===== src/rtl/serial_operand_sender.sv =====
// serial_operand_sender: accepts a multiplicand/multiplier pair, optionally pulses an
// accumulator clear, then streams the multiplier LSB-first to a serial MAC while holding
// the multiplicand. It then waits for the MAC to report completion.
// Optional feature: define SEROP_DONE_TIMEOUT_EN to bound the WAIT_DONE state to
// TIMEOUT_CYCLES cycles and raise the sticky timeout_err flag on expiry.
module serial_operand_sender #(
    parameter int unsigned MULTIPLICAND_WIDTH = 4,
    parameter int unsigned MULTIPLIER_WIDTH   = 4,
    parameter int unsigned TIMEOUT_CYCLES     = 64
) (
    input  logic                          clk,
    input  logic                          rst,
    input  logic                          in_valid,
    output logic                          in_ready,
    input  logic [MULTIPLICAND_WIDTH-1:0] in_multiplicand,
    input  logic [MULTIPLIER_WIDTH-1:0]   in_multiplier,
    input  logic                          in_clear,
    output logic                          mac_start,
    output logic                          mac_clear_acc,
    output logic [MULTIPLICAND_WIDTH-1:0] mac_multiplicand,
    output logic                          mac_serial_bit,
    input  logic                          mac_done,
    output logic                          busy,
    output logic                          op_done,
    output logic                          timeout_err
);

    localparam int unsigned CntW = (MULTIPLIER_WIDTH > 1) ? $clog2(MULTIPLIER_WIDTH) : 1;
    localparam logic [CntW-1:0] LastBit = CntW'(MULTIPLIER_WIDTH - 1);

    typedef enum logic [1:0] {
        StIdle,
        StClear,
        StSend,
        StWaitDone
    } state_e;

    state_e                        state_q, state_d;
    logic [CntW-1:0]               cnt_q, cnt_d;
    logic [MULTIPLICAND_WIDTH-1:0] mcand_q, mcand_d;
    logic [MULTIPLIER_WIDTH-1:0]   mult_q, mult_d;
    logic                          in_ready_q, in_ready_d;
    logic                          start_q, start_d;
    logic                          clear_q, clear_d;
    logic                          ser_q, ser_d;
    logic                          busy_q, busy_d;
    logic                          op_done_q, op_done_d;
    logic                          transfer;

`ifdef SEROP_DONE_TIMEOUT_EN
    localparam int unsigned TmoW = (TIMEOUT_CYCLES > 1) ? $clog2(TIMEOUT_CYCLES) : 1;
    localparam logic [TmoW-1:0] TmoLast = TmoW'(TIMEOUT_CYCLES - 1);

    logic [TmoW-1:0] tmo_q, tmo_d;
    logic            tmo_err_q, tmo_err_d;
`endif

    // in_ready_q is only ever high in IDLE, so it alone qualifies a transfer.
    assign transfer = in_valid && in_ready_q;

    // Next-state logic; every output is derived from the next state so it is registered.
    always_comb begin
        state_d   = state_q;
        cnt_d     = cnt_q;
        mcand_d   = mcand_q;
        mult_d    = mult_q;
        op_done_d = 1'b0;
`ifdef SEROP_DONE_TIMEOUT_EN
        tmo_d     = tmo_q;
        tmo_err_d = tmo_err_q;
`endif

        unique case (state_q)
            StIdle: begin
                if (transfer) begin
                    mcand_d = in_multiplicand;
                    mult_d  = in_multiplier;
                    cnt_d   = '0;
                    state_d = in_clear ? StClear : StSend;
`ifdef SEROP_DONE_TIMEOUT_EN
                    tmo_err_d = 1'b0;
`endif
                end
            end
            StClear: begin
                cnt_d   = '0;
                state_d = StSend;
            end
            StSend: begin
                // mac_done is deliberately ignored until the whole multiplier is out.
                if (cnt_q == LastBit) begin
                    cnt_d   = '0;
                    state_d = StWaitDone;
`ifdef SEROP_DONE_TIMEOUT_EN
                    tmo_d = '0;
`endif
                end else begin
                    cnt_d = cnt_q + CntW'(1);
                end
            end
            StWaitDone: begin
                if (mac_done) begin
                    op_done_d = 1'b1;
                    state_d   = StIdle;
                end
`ifdef SEROP_DONE_TIMEOUT_EN
                else if (tmo_q == TmoLast) begin
                    tmo_err_d = 1'b1;
                    state_d   = StIdle;
                end else begin
                    tmo_d = tmo_q + TmoW'(1);
                end
`endif
            end
            default: begin
                state_d = StIdle;
            end
        endcase

        in_ready_d = (state_d == StIdle);
        busy_d     = (state_d != StIdle);
        clear_d    = (state_d == StClear);
        start_d    = (state_d == StSend) && (cnt_d == '0);
        ser_d      = (state_d == StSend) ? mult_d[cnt_d] : 1'b0;
    end

    // State and registered outputs; reset abandons any operation in flight.
    always_ff @(posedge clk or negedge rst) begin
        if (!rst) begin
            state_q    <= StIdle;
            cnt_q      <= '0;
            mcand_q    <= '0;
            mult_q     <= '0;
            in_ready_q <= 1'b0;
            start_q    <= 1'b0;
            clear_q    <= 1'b0;
            ser_q      <= 1'b0;
            busy_q     <= 1'b0;
            op_done_q  <= 1'b0;
`ifdef SEROP_DONE_TIMEOUT_EN
            tmo_q      <= '0;
            tmo_err_q  <= 1'b0;
`endif
        end else begin
            state_q    <= state_d;
            cnt_q      <= cnt_d;
            mcand_q    <= mcand_d;
            mult_q     <= mult_d;
            in_ready_q <= in_ready_d;
            start_q    <= start_d;
            clear_q    <= clear_d;
            ser_q      <= ser_d;
            busy_q     <= busy_d;
            op_done_q  <= op_done_d;
`ifdef SEROP_DONE_TIMEOUT_EN
            tmo_q      <= tmo_d;
            tmo_err_q  <= tmo_err_d;
`endif
        end
    end

    assign in_ready         = in_ready_q;
    assign mac_start        = start_q;
    assign mac_clear_acc    = clear_q;
    assign mac_multiplicand = mcand_q;
    assign mac_serial_bit   = ser_q;
    assign busy             = busy_q;
    assign op_done          = op_done_q;

`ifdef SEROP_DONE_TIMEOUT_EN
    assign timeout_err = tmo_err_q;
`else
    // No timeout hardware in this build; the parameter is intentionally unused.
    logic unused_timeout_cycles;
    assign unused_timeout_cycles = ^TIMEOUT_CYCLES;
    assign timeout_err           = 1'b0;
`endif

endmodule

===== config.mk =====
export PLATFORM = sky130hd
export DESIGN_NAME = serial_operand_sender
export DESIGN_NICKNAME = d
export VERILOG_FILES = /design/src/rtl/serial_operand_sender.sv
export SDC_FILE = /design/constraint.sdc
export NUM_CORES = 1
export LEC_CHECK = 0
export ABC_AREA = 1
export CORE_MARGIN = 2
export CORE_UTILIZATION = 45
export CTS_CLUSTER_DIAMETER = 200
export DETAILED_ROUTE_END_ITERATION = 12
export GPL_ROUTABILITY_DRIVEN = 0
export PLACE_DENSITY = 0.88
export SKIP_LAST_GASP = 1
export SYNTH_ARGS = -nofsm -noshare
export SYNTH_HDL_FRONTEND = slang
export SYNTH_SLANG_ARGS = --single-unit

===== constraint.sdc =====
create_clock -name clk -period 1.5 [get_ports clk]
set_input_delay 0.3 -clock clk [delete_from_list [all_inputs] [get_ports clk]]
set_output_delay 0.3 -clock clk [all_outputs]
set_load 0.05 [all_outputs]

Fig. 1: run 1, congestion heat map
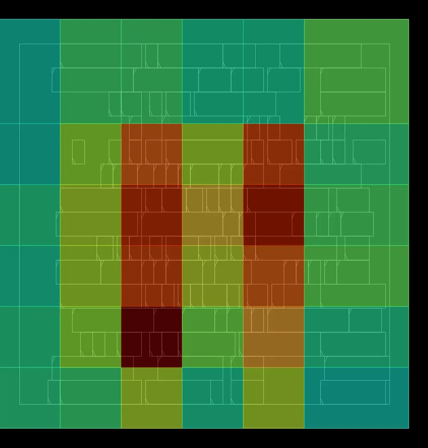
met2 GRT Util: 0.347
layer with the highest usage: met2
Total GRT Usage: 0.183

Fig. 2: run 1, wires at chosen ports, followed through buffers
Scale: 10 px per µm.
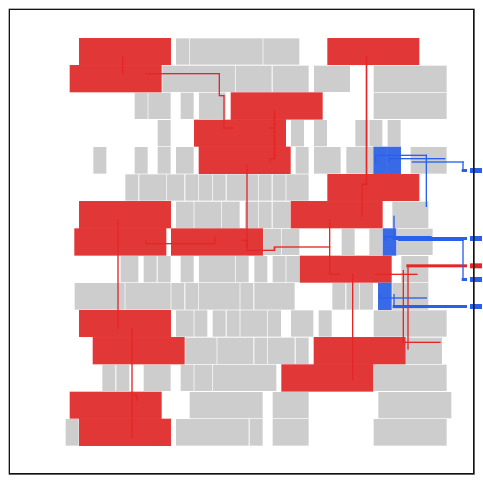
[blue] in_multiplicand | bits: 4 | direction: input | edge: east | end cells: 4 | buffers: 4 | wire: 61.0 µm
[red] rst | bits: 1 | direction: input | edge: east | end cells: 18 | buffers: 2 | wire: 133 µm

Fig. 3: run 1, signal metal coverage by tile
Scale: 8 px per µm. The die is cut into 9 by 9 equal tiles; white is low, dark blue is high, scaled to the fullest tile. Values are wire area over tile area, all layers added.
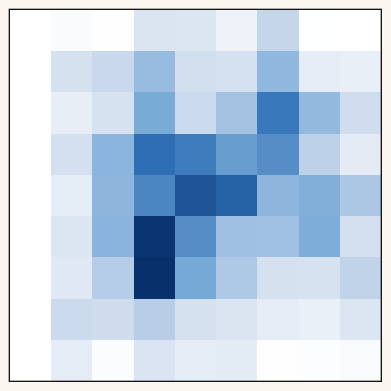
emptiest ninth of the die: north-west
fullest tile: 0.48
nearly empty tiles: 19%
mean over tiles: 0.13
densest ninth of the die: centre

==> impl_metrics.toml, run 1 <==
# synthesis and place-and-route metrics
[final_layout]
syn_to_final_growth_pct = 52.3
nFillCells = 121
lay_top_cells = "35 x nand2_1, 18 x dfrtp_1, 12 x clkdlybuf4s50_1"
instances_no_fill = 147
seq_area_um2 = 450
logic_area_um2 = 312
layout_top_cell = "nand2_1"
design_area_um2 = 1230
final_util = 0.719
layout.nets = 137
drive_above_1_share = 0.238

[worst_setup_path]
path_cells = "ha_1 -> nor2_1 -> nand3_1 -> nand3_2 -> nand2_1 -> nand3_1 -> nand2_1 -> nor2_1"
critPathArrivalTime_ns = 1.64
r2r_start = "cnt_q[0]"
critPathMaxStageDelay_ns = 0.44
critPathCaptureType = "flop"
cp.required_ns = 1.74
cp_slowest_cell = "dfrtp_1"
worstSetupEndpoint = "mac_serial_bit"
crit_path_start = "cnt_q[0]"
r2r_slack_ns = 0.1
cp_top_family = "simple AND/OR/NAND/NOR gates"
start_kind = "flop"
crit_fanout = 5
cp_num_cells = 8
crit_buf_inv = 0
reg2reg_depth = 8
r2r_end = "mac_serial_bit"
worstSetupPathType = "reg2reg"

[pwr]
p_sw_frac = 0.440
seq_power_share = 0.321
power.leakage_nw = 0.653
power_density_nw_per_um2 = 2170
max-vdd-ir-drop_mv = 1.16
intPower_mw = 1.49
power.share.clock = 0.111
pwr-share-comb = 0.568
switchingPower_mw = 1.17

[clocking]
clk_latency_ns = 0.30
clk_path_buf_depth = 2
cts_tree = "yes"
cts_htree_levels = 1
clk_pin_slew_ns = 0.10
cts_setup_buffers = 0
cts_num_sinks = 18
cts-root-buf = "clkbuf_4"
cts_made_buffers = 3

[routing]
maxUsedRoutingLayer = "met4"
postRouteAntennaNets = 0
num_vias = 688
drcViolationCount = 0
finalWirelength_um = 1710
drtIter0Drc = 13
met1Wirelength_um = 635
wire_per_inst_um = 11.6
dr.pass1.iters = 4
viasPerCell = 4.68
wl_met2_um = 959
wl_met3_um = 66

[flow_run]
cap_viol_max_count = 0
warning_count = 26

[floorplanning]
core_um2 = 1710
ios = 24
row_count = 15
die_area_um2 = 2150
fp-utilization = 0.472
die_h_um = 46.3
die_w_um = 46.3

[synthesis]
synth_top_area_share = 0.559
ys_ff = 18
synth_cell_type_count = 20
yosysChipArea_um2 = 806
logic_family = "simple AND/OR/NAND/NOR gates"
synth_warnings = 0
synthAoiAreaFrac = 0.0326
synth.area.top_cells = "dfrtp_1 56%, nand2_1 16%, nand3_1 5.6%"
yosys.stat.seqShare = 0.559
synthCells = 92
top_area_cell = "dfrtp_1"
synth_area_um2 = 806
syn_nets = 106
syn_area_per_cell_um2 = 8.76
fa_ha_area_frac = 0.0155
yosys.area_share.xor_xnor = 0
ys_cells = 92

[timing]
finalSetupTns_ns = 0
whs_ns = 0.330
drv_slew = 0
layout_setup_ws_ns = 0.0992
fin_crit_ns = 1.40
fin_worst_skew_ns = 0.00873
setup-violations-final = 0
fmax_mhz = 714
rsz0062_at_grt = "no"
finalCritPeriodShare = 0.934

[placement]
port_buffers = 22
post-dp-hpwl_um = 1390
numPlacedInstances = 143
place_area_um2 = 1190

[hold_path]
hold_path_class = "in2async"

[grt]
grt_util_met3 = 0.0235
grt_max_degree = 19
grt_use_met1 = 0.181
antenna_found_initial = 0
grt_pass1_vias = 681
grt_pass1_wl_um = 2660

[outcome]
outcome = "finished, final reports clean"
-- run 1: how the worst min path moves through the flow --
stage | startpoint | endpoint
floorplan | rst | busy
global placement | mult_q[0] | mult_q[0]
detailed placement | mult_q[2] | mult_q[2]
CTS | rst | mac_multiplicand[1]
global route | rst | mac_multiplicand[3]
finish | rst | mac_multiplicand[2]
-- run 1: cells in the mapped netlist (all sizes together) --
library cell	number
ha	1
inv	10
buf	1
nand2	37
conb	1
o21bai	1
o21ai	2
nand3	11
a21oi	1
nor2	9
dfrtp	18
-- run 1: flip-flops by register name, summed over array words and instances (netlist names), 2 cells and up --
register / flops
cnt_q: 2
state_q: 2
mac_multiplicand: 4
mult_q: 4
-- run 1: cells by family (layout without fill, tap and decap cells) --
kind of cell / after synthesis / after routing
flip-flops: 18 / 18
AND-OR/OR-AND: 4 / 4
AND/OR/NAND/NOR: 57 / 57
adder cells (fa/ha/maj): 1 / 1
buffers and inverters: 11 / 41
other: 1 / 1
-- run 1: power groups by stage --
stage	registers (mW)	logic [mW]	clock network, mW
after CTS	0.851	1.51	0.305
after floorplan	1.13	0.545	0
after global routing	0.871	1.63	0.328
final	0.852	1.51	0.295
after global placement	0.849	1.44	0
after detailed placement	0.862	1.50	0
-- run 1: area by class of cell --
type | instances | share of cell area
well taps | 25 | 0.0255
repair buffers | 27 | 0.292
flip-flops and latches | 18 | 0.367
inverters | 10 | 0.0326
multi-input cells | 63 | 0.254
clock buffers | 4 | 0.0296
-- run 1: what timing repair did --
action | CTS | global route
resized | 0 | 1
setup endpoints to repair | 0 | 1
hold buffers | 0 | 0
hold endpoints to repair | 0 | 0
==> run 2: changes to the inputs <==
--- a/config.mk
+++ b/config.mk
@@ -11,7 +11,9 @@
 export CTS_CLUSTER_DIAMETER = 200
 export DETAILED_ROUTE_END_ITERATION = 12
 export GPL_ROUTABILITY_DRIVEN = 0
+export GPL_TIMING_DRIVEN = 0
 export PLACE_DENSITY = 0.88
+export REMOVE_ABC_BUFFERS = 1
 export SKIP_LAST_GASP = 1
 export SYNTH_ARGS = -nofsm -noshare
 export SYNTH_HDL_FRONTEND = slang
==> run 2 against run 1 <==
Net effect:
- synthesized cell count is the same
- clock power about the same
- utilization shrank 8.4 points
- design area fell by 12%
- wire length down 7.4%
- register-to-register slack gained 0.05 ns
- non-clock buffer count decreased by 4
- critical path depth fell by 7
- first-iteration DRC count is 23% higher
- synthesized area stayed put
- sequential power decreased by 7.3%
- critical endpoint is now mac_multiplicand[2]
- largest power group unchanged
==> impl_metrics.toml, run 2 <==
# synthesis and place-and-route metrics
[final_layout]
instances_no_fill = 143
nFillCells = 145
layout.nets = 133
design_area_um2 = 1080
lay_top_cells = "35 x nand2_1, 18 x dfrtp_1, 12 x clkdlybuf4s50_1"
syn_to_final_growth_pct = 34.5
layout_top_cell = "nand2_1"

[clocking]
clk_path_buf_depth = 2
cts_num_sinks = 18
cts_tree = "yes"
clk_latency_ns = 0.29
clk_pin_slew_ns = 0.10
cts_htree_levels = 1
cts-root-buf = "clkbuf_4"
cts_made_buffers = 3

[timing]
fin_crit_ns = 1.47
setup-violations-final = 0
fin_worst_skew_ns = 0.00101
fmax_mhz = 679

[worst_setup_path]
cp_slowest_cell = "clkdlybuf4s15_1"
r2r_start = "state_q[1]"
crit_fanout = 2
path_cells = "clkdlybuf4s15_1"
start_kind = "flop"
worstSetupPathType = "reg2out"
critPathMaxStageDelay_ns = 0.51
critPathArrivalTime_ns = 1.17
critPathCaptureType = "output port"
r2r_slack_ns = 0.15
worstSetupEndpoint = "mac_multiplicand[2]"
cp_top_family = "buffers and inverters"
crit_buf_inv = 1
r2r_end = "mac_start"
cp_num_cells = 1
cp.required_ns = 1.20
crit_path_start = "mac_multiplicand[2]"

[routing]
postRouteAntennaNets = 0
drtIter0Drc = 16
dr.pass1.iters = 5
viasPerCell = 4.69
finalWirelength_um = 1590
wire_per_inst_um = 11.1
num_vias = 671
drcViolationCount = 0

[grt]
grt_pass1_wl_um = 2530
gr-usage-all-layers = 0.171
grt_max_degree = 19
antenna_found_initial = 0

[synthesis]
syn_area_per_cell_um2 = 8.76
yosys.area_share.xor_xnor = 0
fa_ha_area_frac = 0.0155
logic_family = "simple AND/OR/NAND/NOR gates"
synth.area.top_cells = "dfrtp_1 56%, nand2_1 16%, nand3_1 5.6%"
synthArstFlopShare = 1.00
synth_warnings = 0
synth_area_um2 = 806
yosys.stat.seqShare = 0.559
yosysChipArea_um2 = 806
most_common_cell = "nand2_1"
synth-main-ff-cell = "dfrtp_1"
synth-edff-count = 0
ys_cells = 92
common_cells = "35 x nand2_1, 18 x dfrtp_1, 9 x nand3_1"
synth_cell_type_count = 20
ys_ff = 18
synthAoiAreaFrac = 0.0326
synthCells = 92
top_area_cell = "dfrtp_1"

[placement]
numPlacedInstances = 138
place_area_um2 = 1050
port_buffers = 22
post-dp-hpwl_um = 1240

[floorplanning]
row_count = 15
fp-utilization = 0.472
die_area_um2 = 2150
ios = 24
die_h_um = 46.3
die_w_um = 46.3
core_um2 = 1710

[pwr]
intPower_mw = 1.21
p_sw_frac = 0.473
power_density_nw_per_um2 = 2110
switchingPower_mw = 1.08
power.leakage_nw = 0.598
max-vdd-ir-drop_mv = 1.50
pwr-share-comb = 0.526
seq_power_share = 0.345
power.share.clock = 0.129

[flow_run]
cap_viol_max_count = 0
warning_count = 27

[outcome]
outcome = "finished, final reports clean"
[run 2: logic make-up after synthesis]
kind of cell / count (synthesis)
other: 1
buffers and inverters: 11
AND/OR/NAND/NOR: 57
AND-OR/OR-AND: 4
flip-flops: 18
adder cells (fa/ha/maj): 1
[run 2: metal layers]
layer | routed length (µm) | global-route usage | up-vias
met5 | 0 | 0 | -
met1 | 633 | 0.213 | 316
met4 | 21 | 0.0514 | 0
met2 | 856 | 0.294 | 18
li1 | - | - | 333
met3 | 73 | 0.0353 | 4
[run 2: through the flow]
stage | worst slack [ns] | hold WS, ns | TNS, ns | utilization
final | 0.0268 | 0.448 | 0 | 0.634
after global routing | -0.0166 | 0.519 | -0.0166 | 0.634
after CTS | -0.0196 | 0.470 | -0.0196 | 0.629
after detailed placement | -0.201 | 0.465 | -0.575 | 0.615
after global placement | -0.180 | 0.458 | -0.491 | 0.615
after floorplan | 0.0126 | 0.00441 | 0 | -
[run 2: cell type report]
| class | count | area, µm² | share of cell area |
|---|---|---|---|
| flip-flops and latches | 18 | 450 | 0.416 |
| multi-input cells | 63 | 308 | 0.284 |
| repair buffers | 23 | 218 | 0.201 |
| inverters | 10 | 40.0 | 0.0370 |
| clock buffers | 4 | 36.3 | 0.0335 |
| well taps | 25 | 31.3 | 0.0289 |
[run 2: power groups by stage]
stage               Combinational (mW)  Clock, mW  Sequential (mW)
global placement                  1.21          0            0.791
detailed placement                1.24          0            0.805
floorplan                        0.543          0             1.13
CTS                               1.18      0.305            0.790
finish                            1.21      0.295            0.790
global route                      1.33      0.326            0.813
[run 2: repair_timing]
| item | CTS | global route |
|---|---|---|
| gates resized | 10 | 8 |
| endpoints found under the setup margin | 10 | 8 |
| hold buffers | 0 | 0 |
| setup buffers | 0 | 1 |
Fig. 4: run 2, signal metal coverage by tile
Scale: 8 px per µm. The die is cut into 9 by 9 equal tiles; white is low, dark blue is high, scaled to the fullest tile. Values are wire area over tile area, all layers added.
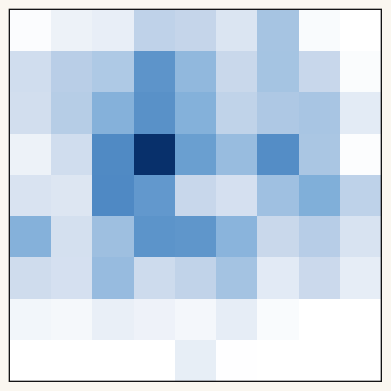
densest ninth of the die: centre
nearly empty tiles: 16%
mean over tiles: 0.12
tiles over half the peak: 12%
fullest tile: 0.47

Fig. 5: run 2, congestion heat map
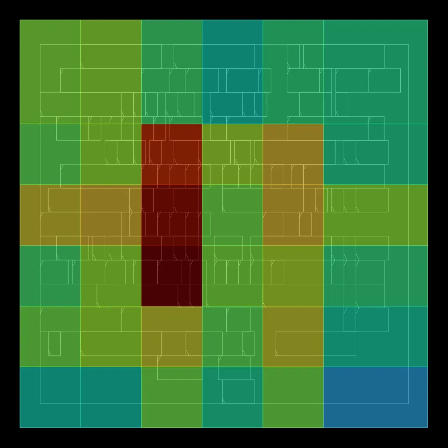
met2 GRT Util: 0.294
GR Util met1: 0.213
met3 Usage GRT: 0.0353

Fig. 6: run 2, wires at chosen ports, followed through buffers
Scale: 10 px per µm.
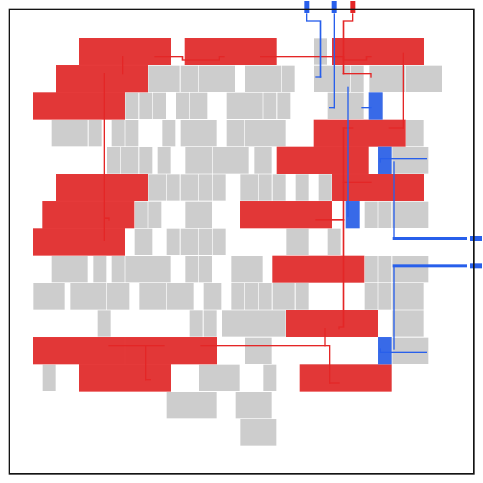
[red] rst | bits: 1 | direction: input | edge: north | end cells: 18 | buffers: 1 | wire: 113 µm
[blue] in_multiplicand | bits: 4 | direction: input | edge: 2 east, 2 north | end cells: 4 | buffers: 4 | wire: 71.9 µm

No activity file was given, so power comes from the tool's default toggle rates.
